==> config.mk <==
export PLATFORM = sky130hd
export DESIGN_NAME = load_store_unit
export DESIGN_NICKNAME = d
export VERILOG_FILES = /design/src/rtl/load_store_unit.sv
export SDC_FILE = /design/constraint.sdc
export NUM_CORES = 1
export LEC_CHECK = 0
export CORE_MARGIN = 2
export CORE_UTILIZATION = 42
export CTS_CLUSTER_SIZE = 20
export DETAILED_ROUTE_END_ITERATION = 12
export PLACE_DENSITY = 0.8
export SLEW_MARGIN = 20
export SYNTH_ARGS = -nofsm -noshare
export SYNTH_HDL_FRONTEND = slang
export SYNTH_SLANG_ARGS = --single-unit
==> constraint.sdc <==
create_clock -name clk -period 2.9 [get_ports clk]
set_input_delay 0.725 -clock clk [delete_from_list [all_inputs] [get_ports clk]]
set_output_delay 0.725 -clock clk [all_outputs]
set_load 0.005 [all_outputs]
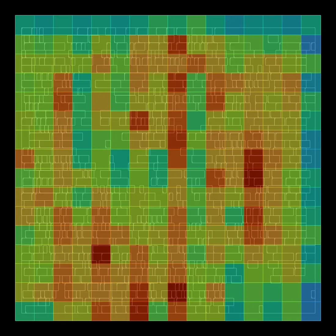
**Above:** routing congestion map.
fraction of the core area covered by cells at the end of the flow: 65.7%
Wirelength per Cell: 16.4 um
gr usage total: 23.2%
met2 routing resource usage after global routing: 39.4%

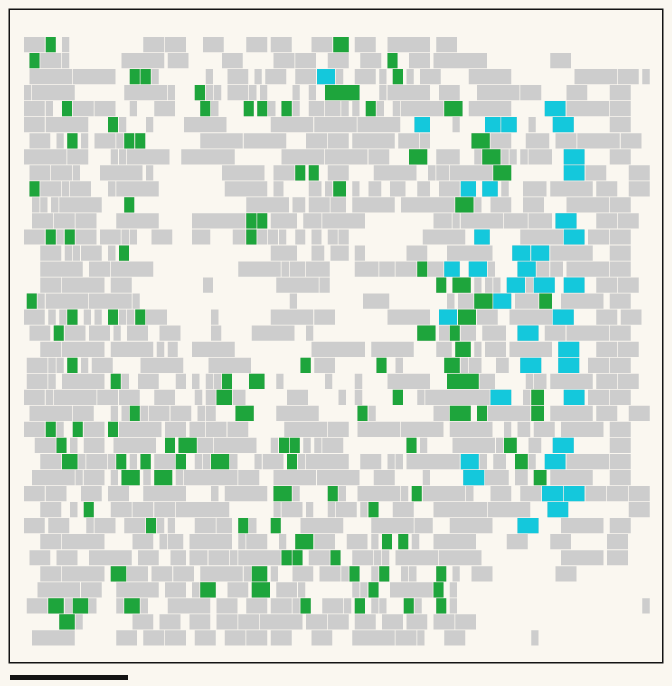
**Above:** gate-type map.
Bar = 20 um.
- cyan: AND-OR and OR-AND gates (cells 38)
- green: inverting AOI/OAI gates (cells 118; where all over the die)
multi-input gate share of the layout cell area: 31.8%
Final Instance Count excl. Fillers: 892
most common cell after layout, fill and taps aside: clkdlybuf4s50_1

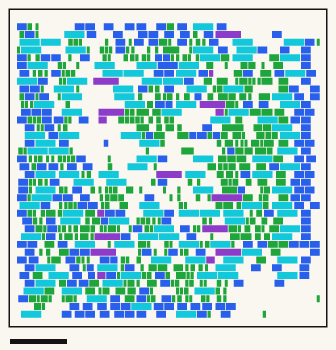
**Above:** placement by cell class.
Bar = 20 um.
- blue: other buffers and delay cells (cells 219)
- cyan: flops (cells 112)
- green: combinational and other logic (cells 405)
- purple: clock drivers and dummy loads (cells 16)
area of all placed cells without fillers: 7220 um2
share of cell area taken by flip-flops and latches: 31.1%

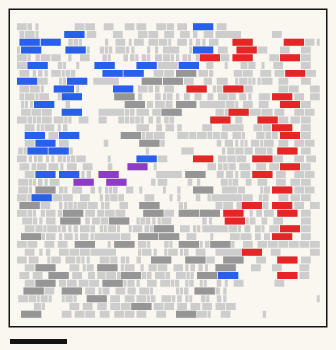
**Above:** sequential cells coloured by netlist name.
Bar = 20 um.
- red: rdata (flops 32)
- blue: bus_addr (flops 30)
- purple: bus_be (flops 4)
- not coloured: 46
sequential cell area in the final layout: 2240 um2
flip-flop and latch power: 1.74 mW

==> results.txt <==
Physical implementation.

- The reg2reg setup slack is ~0.70 ns.
- The hold path depth is 2.
- The core utilization before placement is 43.4%.
- The area fraction in compound gates is about 22%.
- The final count of hold timing violations is 0.
- Net switching is 26.9% of the power.
- The aggregate global routing overflow is 0.
- The critical path buffer and inverter count is 2.
- Non-clock inverters in the final layout number 11.
- In the layout the commonest cells are clkdlybuf4s50_1, nand2_1, dfxtp_1, a21oi_1, nor2_1.
- The synthesized design spends more area on one cell type than any other, namely dfxtp_1.
- The count of cell types in the netlist is 47.
- Counting the buffers created by CTS gives 9.
- Gates resized during post-CTS repair numbered 0.
- The top power group is registers.
- The number of nets in the layout is between 800 and 900.
- The placeable core region is roughly 11000 um2.
- The number of setup buffers added after CTS is 0.
- In the final layout, clock buffers and inverters account for between 4 and 5% of the cell area.
- The flow ran to the end, and the final reports show no timing, DRC or antenna violations.
- The internal power of the cells is 2.80 mW.
- Of all nets on the critical path, the largest fanout is 3.
- The clock root buffer master is clkbuf_16.
- TritonCTS reports the number of clock sinks as between 100 and 150.
- The detailed router placed 4829 vias in this run.
- Checking hold timing, the worst path is listed with class flip-flop to flip-flop.
- Setup repair after global routing left no endpoint under its margin.
- The type of the worst setup path is input port to output pin.
- The period utilization is roughly 90%.
- The portion of total power attributed to sequential cells is a little under half.
- The met1 routing resource usage after global routing is between 20 and 30%.
- The combinational power is 0.839 mW.
- The critical path arrival is between 1.5 and 2 ns.
- The detail route stage leaves a number of antenna-violating nets equal to 0.
- The number of antenna violations at the first check in global routing is 0.
- The report lists the cells along the critical path as clkdlybuf4s50_1 > o21ai_4 > nand2_1 > clkdlybuf4s50_1.
- The worst supply voltage drop on vdd is around 0.28 mV.
- Sorting the synthesized cells by area gives the leading types as dfxtp_1, nand2_1, a21oi_1, mux2i_1, a221o_1.
- The biggest combinational cell group after synthesis is AND-OR/OR-AND gates.
- The average via count per standard cell is between 5 and 6.
- In the synthesized netlist, mux cells make up under 10% of the area.
- After detailed routing, no signal wire sits above met4.
- The clock buffer count is 9.
- The static power due to leakage is about 2.8 nW.
- The worst-skew pair later-pin latency is about 0.34 ns.
- A synthesized cell averages about 8.5 um2.
- The OpenROAD report gives the critical path a required time of 2.17 ns.
- The worst setup path is launched from an input port.
- The timing report lists the critical path depth as 4 cells.
- Per report_power, the clock group accounts for about a third of the total.
- According to the dpl log, the detail-placed design has an HPWL of 10700 um.
- Per the synthesis report, the XOR/XNOR share of the synthesized area is less than 1%.
- Summing internal, switching and leakage power gives between 3 and 4 mW.
- Fill cells in the final layout number 935.
- Summed over its instances, the top area cell type makes up 47.0% of the synthesized netlist area.
- In this run the power density over the cells is 531 nW/um2.
- The area growth from synthesis to layout is 51.3%.
- The post-synthesis chip area from yosys is 4770 um2.
- The chip occupies ~12000 um2.
- The longest clock path from root to sink contains 2 buffers.
- Per the area breakdown, the dominant cell category is multi-input combinational cells.
- The endpoint class of the critical path is an output pin.
- Of all the cell area in the finished design, non-clock buffers hold 30.0%.
- TritonCTS built the clock tree.
- The mapped netlist covers roughly 4800 um2.
- For this block, the routed nets add up to between 10000 and 15000 um of wire.
- The critical path's largest stage delay is roughly 0.55 ns.
- The flow inserted 140 tap cells.
- The repair_antennas step left the layout with diodes totalling 0.
- The length in cells of the worst reg-to-reg path is 4.
- The final setup slack of the worst path is 0.248 ns.
- Once synthesis finished, the tally of register bits stood at between 100 and 150.
- The time the worst path needs with I/O delays and setup is 2.65 ns.
- The number of global-route vias before repair is around 4700.
- The clock network power reported by the tool is 1.26 mW.
- The count of flip-flops and latches is 112.
- The met3 track demand over resource is under 10%.
- Per the gpl log, the routability congestion estimate is a little under 0.9.
- For this design, the CTS-stage hold fixing added 0 buffers.
- The horizontal extent of the die is between 100 and 150 um.
- Yosys reports that the most numerous cell types are nand2_1, dfxtp_1, a21oi_1.
- The number of warnings in the stage logs is 27.
- The logic area is between 2000 and 2500 um2.
- The post-synthesis cell type with the largest instance count is nand2_1.
- On the worst setup and hold paths after CTS, the clock-pin slew comes to roughly 0.07 ns.
- The part of the power in combinational logic is between 20% and 30%.
- The most common cell type on the critical path is clkdlybuf4s50_1.
- The cell-mix breakdown from Yosys lists the adder-cell area share as less than 1%.
- The final timing report lists clock skew as around 0.008 ns.
- For this run, design rule violations remaining after detail routing come to 0.
- The cell area reported after detailed placement is around 6900 um2.
- The routed length on met2 is between 6000 and 7000 um.
- The total I/O pin count is around 210.
- On the critical path the largest part of the delay comes from buffers and inverters.
- Of all flip-flops after synthesis, the portion carrying an async set or reset was 0%.
- The number of instances in the synthesized netlist is between 500 and 600.
- The switching power is 1.03 mW.
- The worst relative slew slack is 44.9%.
- The number of enable-type register cells in the synthesized netlist is 0.
- In this run the vertical extent of the chip is approximately 110 um.
- Per the final report, max-transition violations number 0.
- At the pin with the least slew margin, the transition time is slightly above 0.8 ns.
- The global routing stage identified its most utilized layer as met2.
- The share of the Yosys chip area taken by registers is a little under half.
- The setup-violating endpoint count in the final report is 0.
- Before CTS, the worst setup slack after placement is between 0.2 and 0.25 ns.
- For this design, the slowest cell found on the critical path is clkdlybuf4s50_1.
- The synthesis report names the predominant flop master as dfxtp_1.
- The wire length of the first global-routing pass is between 20000 and 25000 um.
- The H-tree was split into 3 levels.
- The detailed router put a total of ~6300 um of wire on met1.
- For this design, Yosys synthesis ends with a cell count of between 500 and 600.
- The length of the first detailed-routing pass in iterations is 8.
- Of the total synthesized cell area, the portion taken by AND, OR, NAND and NOR gates is 18.4%.
- The yosys warning tally is 0.
- The worst slack on hold paths is 0.453 ns.
- Buffers placed on the I/O ports in this run total 205.
Power and IR drop assume default switching activity.
